[config.mk]
export PLATFORM = sky130hd
export DESIGN_NAME = load_store_unit
export DESIGN_NICKNAME = d
export VERILOG_FILES = /design/src/rtl/load_store_unit.sv
export SDC_FILE = /design/constraint.sdc
export NUM_CORES = 1
export LEC_CHECK = 0
export CAP_MARGIN = 25
export CORE_ASPECT_RATIO = 0.75
export CORE_MARGIN = 4
export CORE_UTILIZATION = 49
export DETAILED_ROUTE_END_ITERATION = 7
export GPL_TIMING_DRIVEN = 0
export PLACE_DENSITY = 0.87
export SYNTH_ARGS = -nofsm -noshare
export SYNTH_HDL_FRONTEND = slang
export SYNTH_SLANG_ARGS = --single-unit
export TNS_END_PERCENT = 50
[constraint.sdc]
create_clock -name clk -period 3.4 [get_ports clk]
set_clock_uncertainty 0.15 [all_clocks]
set_input_delay 0.68 -clock clk [delete_from_list [all_inputs] [get_ports clk]]
set_output_delay 0.68 -clock clk [all_outputs]
set_load 0.02 [all_outputs]
[src/rtl/load_store_unit.sv]
// Multi-cycle load/store stage between the ALU and write-back. It issues one
// request on a req/ready data bus per instruction and freezes the datapath until it completes.
module load_store_unit #(
  parameter int unsigned TIMEOUT = 255
) (
  input  logic        clk,
  input  logic        rst_n,
  input  logic        mem_read_i,
  input  logic        mem_write_i,
  input  logic [1:0]  size_i,
  input  logic        unsigned_i,
  input  logic [31:0] addr_i,
  input  logic [31:0] wdata_i,
  output logic [31:0] readdata_o,
  output logic        stall_o,
  output logic        err_o,
  output logic        bus_req_o,
  output logic        bus_we_o,
  output logic [31:0] bus_addr_o,
  output logic [31:0] bus_wdata_o,
  output logic [3:0]  bus_be_o,
  input  logic        bus_ready_i,
  input  logic [31:0] bus_rdata_i
);

  typedef enum logic [1:0] {IDLE, REQ, DONE, ERR} state_t;

  state_t      state, stateNext;
  logic [7:0]  cnt;
  logic [1:0]  offQ, sizeQ;
  logic        unsQ, weQ;
  logic [3:0]  beQ, beNext;
  logic [31:0] addrQ, wdataQ, wdataNext, fmtData;
  logic [7:0]  byteSel;
  logic [15:0] halfSel;
  logic        badAccess;

  // Request-side checks and lane encoding, evaluated while IDLE.
  always_comb begin
    badAccess = (size_i == 2'b11) ||
                (size_i == 2'b01 && addr_i[0]) ||
                (size_i == 2'b10 && addr_i[1:0] != 2'b00);
    beNext    = 4'b1111;
    wdataNext = wdata_i;
    case (size_i)
      2'b00: begin
        beNext    = 4'b0001 << addr_i[1:0];
        wdataNext = {4{wdata_i[7:0]}};
      end
      2'b01: begin
        beNext    = addr_i[1] ? 4'b1100 : 4'b0011;
        wdataNext = {2{wdata_i[15:0]}};
      end
      default: ;
    endcase
  end

  // Load lane select and extension from the latched offset.
  always_comb begin
    byteSel = bus_rdata_i[8*offQ +: 8];
    halfSel = offQ[1] ? bus_rdata_i[31:16] : bus_rdata_i[15:0];
    case (sizeQ)
      2'b00:   fmtData = {{24{~unsQ & byteSel[7]}}, byteSel};
      2'b01:   fmtData = {{16{~unsQ & halfSel[15]}}, halfSel};
      default: fmtData = bus_rdata_i;
    endcase
  end

  always_comb begin
    stateNext = state;
    case (state)
      IDLE: begin
        if (mem_read_i && mem_write_i)    stateNext = ERR;
        else if (mem_read_i || mem_write_i) stateNext = badAccess ? ERR : REQ;
      end
      REQ: begin
        if (bus_ready_i)                     stateNext = DONE;
        else if (cnt == 8'(TIMEOUT - 1))     stateNext = ERR;
      end
      DONE:    stateNext = IDLE;
      ERR:     stateNext = IDLE;
      default: stateNext = IDLE;
    endcase
  end

  always_ff @(posedge clk or negedge rst_n) begin
    if (!rst_n) begin
      state      <= IDLE;
      cnt        <= '0;
      offQ       <= '0;
      sizeQ      <= '0;
      unsQ       <= 1'b0;
      weQ        <= 1'b0;
      beQ        <= '0;
      addrQ      <= '0;
      wdataQ     <= '0;
      readdata_o <= '0;
    end else begin
      state <= stateNext;
      if (state == IDLE && stateNext == REQ) begin
        cnt    <= '0;
        weQ    <= mem_write_i;
        addrQ  <= {addr_i[31:2], 2'b00};
        offQ   <= addr_i[1:0];
        beQ    <= beNext;
        wdataQ <= wdataNext;
        sizeQ  <= size_i;
        unsQ   <= unsigned_i;
      end
      if (state == REQ) begin
        cnt <= cnt + 8'd1;
        if (bus_ready_i && !weQ) readdata_o <= fmtData;
      end
    end
  end

  // Stall is gated by reset so a held load control cannot keep it high during reset.
  assign stall_o     = rst_n & ((state == IDLE && (mem_read_i ^ mem_write_i)) || state == REQ);
  assign err_o       = (state == ERR);
  assign bus_req_o   = (state == REQ);
  assign bus_we_o    = (state == REQ) & weQ;
  assign bus_be_o    = (state == REQ) ? beQ : 4'b0000;
  assign bus_addr_o  = addrQ;
  assign bus_wdata_o = wdataQ;

endmodule

Fig. 1: run 1, sequential cells grouped by signal name
Bar = 50 um.
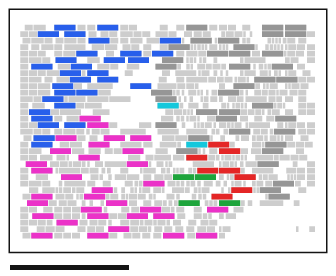
cyan -> `offQ`  # sequential cells 2
red -> `cnt`  # sequential cells 8
blue -> `bus_addr_o`  # sequential cells 30
green -> `beQ`  # sequential cells 4, where bottom middle
magenta -> `bus_wdata_o`  # sequential cells 32
not colored = 38
sequential power: 0.00248 W
Final Util: 76.5%
sequential share of cell area: 33.6%

Fig. 2: run 1, the metal 4 layer
Bar = 50 um.
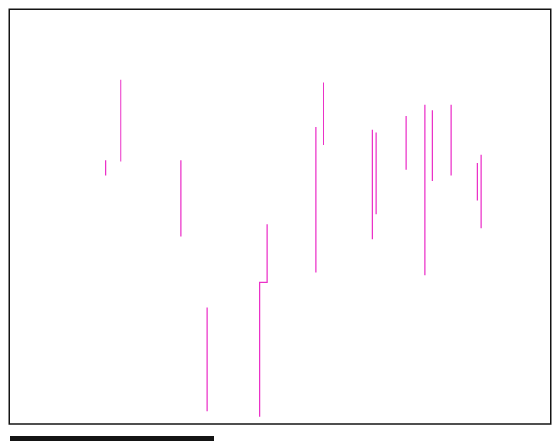
nets with wire on the layer = 11
main direction = vertical
final wirelength: 17600 um
vias: 4922

==> flow_summary.ini, run 1 <==
; yosys + openroad results
[synth]
yosysTopAreaCell = dfrtp_1
area_leaders = dfrtp_1 (50%), mux2_4 (11%), mux2i_1 (7.0%), a21oi_1 (5.2%), mux2_2 (3.0%)
top_area_share_pct = 50.2
synthXorXnorAreaFrac_pct = 0.617
mux_share_pct = 21.8
synth-edff-count = 0
synth-simple-area-share_pct = 9.45
ys_async_sr_fraction_pct = 100
yosysUniqueCellTypes = 44
top_cells_by_count = dfrtp_1 (114), a21oi_1 (59), mux2_4 (43), nor2_1 (42), nand2_1 (41)
syn_inst = 492
synth-main-ff-cell = dfrtp_1
postSynthSeqShare_pct = 50.2
yosysCellCount = 492
avgSynthCellArea_um2 = 11.5
yosys_warnings = 0
ys_chip_area_um2 = 5680
syn_area_um2 = 5680
synth_top_cell_by_count = dfrtp_1
netlist_logic_family_top = multiplexers

[power]
p_leak_nw = 3.70
power_frac_seq_pct = 29.5
p_comb_share_pct = 50.0
power.density_nw_per_um2 = 992
clk-power_w = 0.00174
power_leader = combinational logic
pg_comb_w = 0.00421
p_switching_w = 0.00311
ir_drop_v = 0.000674

[critical_path]
cp-end-kind = output port
cp_slowest_stage_delay_ps = 640
cp-startpoint = mem_write_i
reg2reg_slack_ps = 1010
crit_family = buffers and inverters
required_ps = 2570
crit_end = stall_o
worstPathCellList = clkdlybuf4s50_1 > inv_1 > ha_1 > nor2_1 > nor3b_1 > clkdlybuf4s50_1
critPathKind = primary input to output port
cpMostUsedCell = clkdlybuf4s50_1
reg2regPathDepth = 7
worst_setup_path_start_kind = primary input
worstReg2RegStart = state[1]$_DFF_PN0_
arrival_ps = 2370
r2r-end = readdata_o[28]$_DFFE_PN0P_
crit_cells = 6
critPathSlowestCell = clkdlybuf4s50_1

[global_routing]
grt-busiest-layer = met2
grt_pass1_vias = 5350
globalRouteMet1Util_pct = 33.4
antenna_found_initial = 0
grt_pass1_wl_um = 28000
grt_max_degree = 60
grt_overflow = 0
met3_usage_pct = 10.3

[place]
dp_hpwl_um = 12900
place_congestion = 0.884
io_buffers = 204
place_area_um2 = 7930

[timing]
rsz0062_at_grt = no
fin_crit_sh_pct = 94.2
finalSetupTns_ps = 0
timing.fmax_mhz = 312
min_period_ps = 3200
tightest_slew_ps = 939
hold_viol = 0
max_slew_margin_pct = 37.2

[final_layout]
drive_gt1_share_pct = 16.6
comb_area_um2 = 2520
syn2layout_area_growth_pct = 49.6
design_area_um2 = 8500
antenna_cells = 0
nFillCells = 645
layout_top_cells = clkdlybuf4s50_1 (203), dfrtp_1 (114), a21oi_1 (59)
finalNetCount = 824

[cts]
cts_sinks = 114
cts_hold_buf = 0
cts.reportedPaths.clkPinSlew_ps = 50
cts_tree = done
post_cts_buffers = 0
clockBufferDepth = 2
ctsResizeCount = 0
ctsRootBufferMaster = clkbuf_16
cts_made_buffers = 17
clock.latency.late_pin_ps = 400

[status]
status = complete, no violations

[drt]
routed-wl-met2_um = 8190
wl_met3_um = 1780
ant_nets = 0
m1WireLength_um = 7270
viasPerCell = 5.69
first_pass_iters = 5

[flow_run]
drv_cap = 0
warnings = 28

[floorplan]
chipArea_um2 = 13400
design.core.area_um2 = 11100
io_pins = 208
fp.dieW_um = 132

[worst_hold_path]
hp-class = primary input to asynchronous set/reset pin
Fig. 3: run 1, gate families picked out
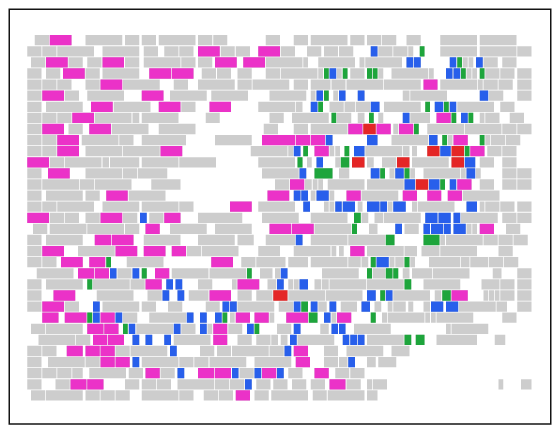
magenta -> multiplexers  # cells 99, where all over the die
red -> AND-OR and OR-AND gates  # cells 8
green -> NAND gates  # cells 53
blue -> inverting AOI/OAI gates  # cells 103
fin cells: 865
Comb/total area: 29.7%
most frequent logic cell in the layout: clkdlybuf4s50_1

Fig. 4: run 1, metal layers overlaid
Only two layers are drawn.
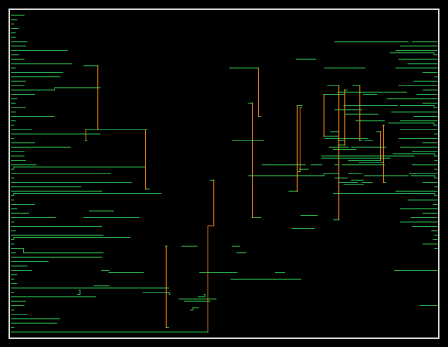
orange -> metal 4  # wire length 327 um
green -> metal 3  # wire length 1780 um
GRT Util Overall: 26.6%
wire length per cell: 20.3 um

==> run 1: area by class of cell <==
class,count,area share [%]
Buffer,32,3.08
Clock buffer,22,5.82
Clock inverter,6,0.942
Inverter,11,0.486
Multi-Input combinational cell,335,29.7
Sequential cell,114,33.6
Tap cell,140,2.06
Timing Repair Buffer,205,24.3
==> run 1: per-stage QoR <==
stage	cells	total power (W)	util, %	hold WS (ps)	setup slack, ps
2_1_floorplan	493	0.00478	-	234	957
3_3_place_gp	837	0.00652	71.1	335	-3280
3_5_place_dp	838	0.00665	71.4	342	153
4_1_cts	866	0.00845	76.5	212	64.3
5_1_grt	865	0.00884	76.5	245	136
6_report	865	0.00843	76.5	194	197
Fig. 5: run 1, congestion heat map
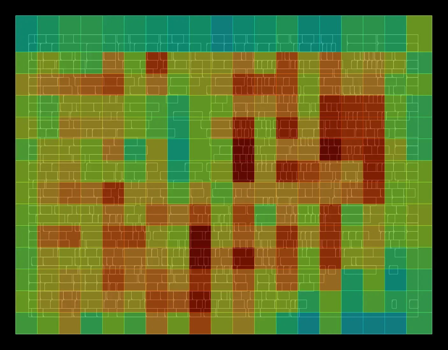

--- run 2 (diff from run 1) ---
Settings changed: CORE_UTILIZATION 49 to 41, PLACE_DENSITY 0.87 to 0.78.
Clock period 3.4 ns to 2.7 ns, I/O delays scaled along.
Fig. 6: run 2, congestion heat map
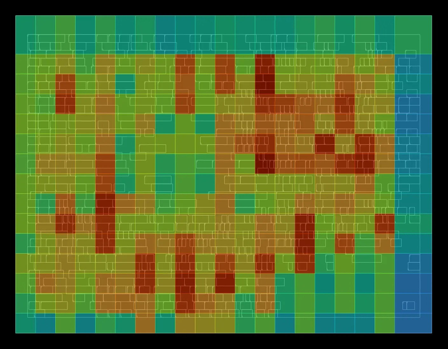
GRT busiest layer: met2
wire length per cell: 19.1 um
met1 usage: 28.2%

==> run 2 against run 1 <==
  * Final cell count rose by 5.3%
  * Critical path type is now flip-flop to output port
  * Global-route usage is 4.4 points lower
  * Clock power increased by 49%
==> flow_summary.ini, run 2 <==
; yosys + openroad results
[critical_path]
reg2reg_slack_ps = 430
reg2regPathDepth = 8
crit_end = bus_be_o[1]
required_ps = 2010
worstReg2RegStart = state[1]$_DFF_PN0_
arrival_ps = 1910
critPathKind = flip-flop to output port
worst_setup_path_start_kind = flip-flop
cp-startpoint = state[0]$_DFF_PN0_

[global_routing]
met3_usage_pct = 7.96
grt_overflow = 0
grt_pass1_vias = 5317
grt_pass1_wl_um = 27200
grt_max_degree = 78
antenna_found_initial = 0

[synth]
top_cells_by_count = dfrtp_1 (114), a21oi_1 (59), mux2_4 (43), nor2_1 (42), nand2_1 (41)
syn_area_um2 = 5680
syn_inst = 492
avgSynthCellArea_um2 = 11.5
synth-simple-area-share_pct = 9.45
netlist_logic_family_top = multiplexers
yosysTopAreaCell = dfrtp_1
yosysCellCount = 492
synth-edff-count = 0
postSynthSeqShare_pct = 50.2
mux_share_pct = 21.8
synthXorXnorAreaFrac_pct = 0.617
area_leaders = dfrtp_1 (50%), mux2_4 (11%), mux2i_1 (7.0%), a21oi_1 (5.2%), mux2_2 (3.0%)
yosysUniqueCellTypes = 44
ys_async_sr_fraction_pct = 100
yosys_warnings = 0
synth-main-ff-cell = dfrtp_1
synth_top_cell_by_count = dfrtp_1

[cts]
clock.latency.late_pin_ps = 410
clockBufferDepth = 2
cts_made_buffers = 17
cts_tree = done
ctsRootBufferMaster = clkbuf_16
cts.reportedPaths.clkPinSlew_ps = 60

[worst_hold_path]
hp-class = flip-flop to flip-flop

[flow_run]
warnings = 28
drv_cap = 0

[final_layout]
design_area_um2 = 8740
final_util_pct = 65.8
finalNetCount = 835
comb_area_um2 = 2520
syn2layout_area_growth_pct = 53.9
antenna_cells = 0
final_common_cell = clkdlybuf4s50_1
layout_top_cells = clkdlybuf4s50_1 (196), dfrtp_1 (113), a21oi_1 (59)
layout.cells.non_filler = 911

[timing]
setup_ws_ps = 98.2
timing.fmax_mhz = 384
max_slew_margin_pct = 38.2
min_period_ps = 2600
fin_hold_ws_ps = 344
finalSetupTns_ps = 0
rsz0062_at_grt = no
fin_crit_sh_pct = 96.4

[drt]
first_pass_iters = 6
highest_layer = met4
wl_met3_um = 1620
m1WireLength_um = 7400
viasPerCell = 5.38
routed-wl-met2_um = 7980
ant_nets = 0

[place]
place_congestion = 0.862
place_ws_ps = -385
place_area_um2 = 7970
dp_cells = 869

[power]
p_leak_nw = 3.81
power_leader = combinational logic
pg_comb_w = 0.00534
ir_drop_v = 0.000620
pg_seq_w = 0.00312
p_switching_w = 0.00400
clk-power_w = 0.00260
p_comb_share_pct = 48.3
power_frac_seq_pct = 28.2

[floorplan]
design.core.area_um2 = 13300
chipArea_um2 = 15800
fp.dieW_um = 144
io_pins = 208

[status]
status = complete, no violations
Fig. 7: run 2, the metal 4 layer
Bar = 50 um.
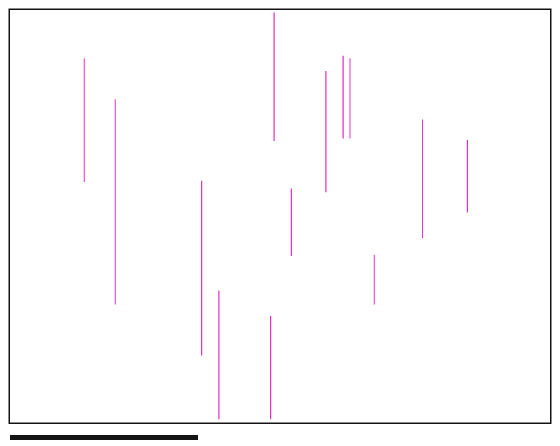
final wirelength: 17400 um
vias: 4903

-- run 2: cell counts after synthesis --
No cell type changed its count.
-- run 2: critical path, cell delays in order (launching register included) --
cell,delay (ps)
dfrtp_1,460
nand2b_1,120
buf_4,180
clkinvlp_4,190
and2_1,220
dlygate4sd2_1,320
-- run 2: area by class of cell --
type,count,share of cell area [%]
inverters,11,0.515
clock buffers,19,5.18
plain buffers,32,3.02
clock inverters,13,2.65
flip-flops and latches,114,32.7
well taps,171,2.45
repair buffers,216,24.6
multi-input cells,335,28.9
-- run 2: what timing repair did --
item,in CTS,in global routing
endpoints found under the setup margin,7,57
endpoints found under the hold margin,37,0
pin swaps,0,1
gates resized,10,3
hold buffers,2,0
setup buffers,5,4
--- run 3 (diff from run 2) ---
Settings changed: GPL_ROUTABILITY_DRIVEN set to 0.
Fig. 8: run 3, gate families picked out
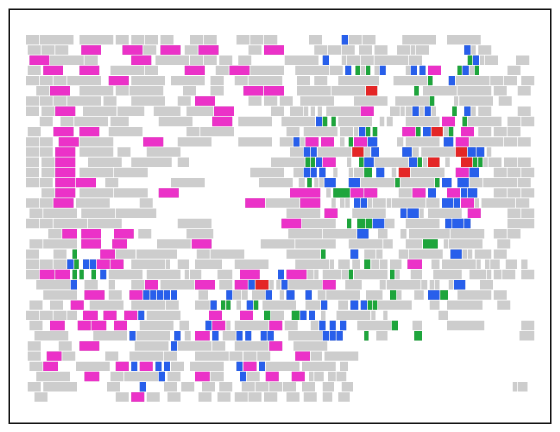
green -> NAND gates  # cells 53
blue -> inverting AOI/OAI gates  # cells 103
red -> AND-OR and OR-AND gates  # cells 8
magenta -> multiplexers  # cells 99, where all over the die
Comb/total area: 28.9%
fin cells: 911

==> run 3 against run 2 <==
  * Count of clock-buffer cells in the layout did not move
  * Hold slack did not move
  * Global-route usage is the same
  * Register-to-register slack about the same
  * Setup slack is the same
  * Final cell count unchanged
==> flow_summary.ini, run 3 <==
; yosys + openroad results
[drt]
m1WireLength_um = 7400
first_pass_iters = 6
via_count = 4903
ant_nets = 0
wire_per_inst_um = 19.1
highest_layer = met4
wl_met3_um = 1620

[synth]
yosysCellCount = 492
mux_share_pct = 21.8
ys_chip_area_um2 = 5680
syn_inst = 492
synth-simple-area-share_pct = 9.45
area_leaders = dfrtp_1 (50%), mux2_4 (11%), mux2i_1 (7.0%), a21oi_1 (5.2%), mux2_2 (3.0%)
synth-main-ff-cell = dfrtp_1
yosysTopAreaCell = dfrtp_1
ys_async_sr_fraction_pct = 100
synth_top_cell_by_count = dfrtp_1
postSynthSeqShare_pct = 50.2
synth-edff-count = 0
top_cells_by_count = dfrtp_1 (114), a21oi_1 (59), mux2_4 (43), nor2_1 (42), nand2_1 (41)
avgSynthCellArea_um2 = 11.5
netlist_logic_family_top = multiplexers
syn_area_um2 = 5680

[timing]
min_period_ps = 2600
timing.fmax_mhz = 384
setup_ws_ps = 98.2
fin_hold_ws_ps = 344
tightest_slew_ps = 925
finalSetupTns_ps = 0
hold_viol = 0
rsz0062_at_grt = no
fin_crit_sh_pct = 96.4

[power]
pg_comb_w = 0.00534
p_switching_w = 0.00400
power_leader = combinational logic
pg_seq_w = 0.00312
clk-power_w = 0.00260
power_w = 0.0111
p_comb_share_pct = 48.3
p_leak_nw = 3.81
ir_drop_v = 0.000620

[cts]
cts_tree = done
cts_made_buffers = 17
clock.latency.late_pin_ps = 410
ctsRootBufferMaster = clkbuf_16
cts_hold_buf = 2
ctsResizeCount = 10
cts_sinks = 114
cts.reportedPaths.clkPinSlew_ps = 60

[final_layout]
nFillCells = 957
finalNetCount = 835
non_clock_buffer_count = 248
inverters_excl_clock = 11
comb_cells = 335
comb_area_um2 = 2520
nClkBuffers = 19
syn2layout_area_growth_pct = 53.9
antenna_cells = 0
final_common_cell = clkdlybuf4s50_1
final_util_pct = 65.8
seq_cells = 114
bufAreaShareNonClock_pct = 27.7

[critical_path]
reg2reg_slack_ps = 430
critPathSlowestCell = dfrtp_1
worst-path-buf-inv = 3
required_ps = 2010
crit_family = buffers and inverters
cp_slowest_stage_delay_ps = 460
worstPathCellList = nand2b_1 > buf_4 > clkinvlp_4 > and2_1 > dlygate4sd2_1
critPathKind = flip-flop to output port

[global_routing]
grt-busiest-layer = met2
grt_pass1_wl_um = 27200
globalRouteMet1Util_pct = 28.2
grt_max_degree = 78
grt_overflow = 0
grt_pass1_vias = 5317
grt_usage_pct = 22.2
met3_usage_pct = 7.96

[floorplan]
num_tap_cells = 171
io_pins = 208
chipArea_um2 = 15800
fp.dieW_um = 144

[status]
status = complete, no violations

[place]
io_buffers = 204
place_area_um2 = 7970

[flow_run]
warnings = 28

[worst_hold_path]
hp-class = flip-flop to flip-flop
Fig. 9: run 3, the metal 4 layer
Bar = 50 um.
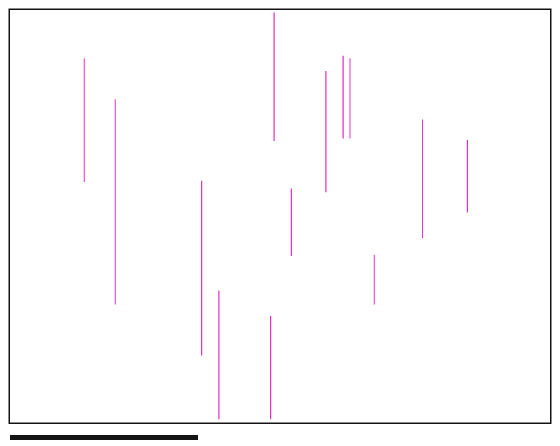

run 3: cell counts after synthesis:
No cell type changed its count.
run 3: final timing paths:
kind	start	to	cells after the start
worst max-delay path	state[0]$_DFF_PN0_	bus_be_o[1]	5
worst min-delay path	readdata_o[15]$_DFFE_PN0P_	readdata_o[15]$_DFFE_PN0P_	2
worst max register to register	state[1]$_DFF_PN0_	readdata_o[23]$_DFFE_PN0P_	8
worst min register to register	readdata_o[15]$_DFFE_PN0P_	readdata_o[15]$_DFFE_PN0P_	2
max in group asynchronous	rst_n	bus_addr_o[30]$_DFFE_PN0P_	3
min in group asynchronous	rst_n	readdata_o[21]$_DFFE_PN0P_	3
No activity file was given, so power comes from the tool's default toggle rates.
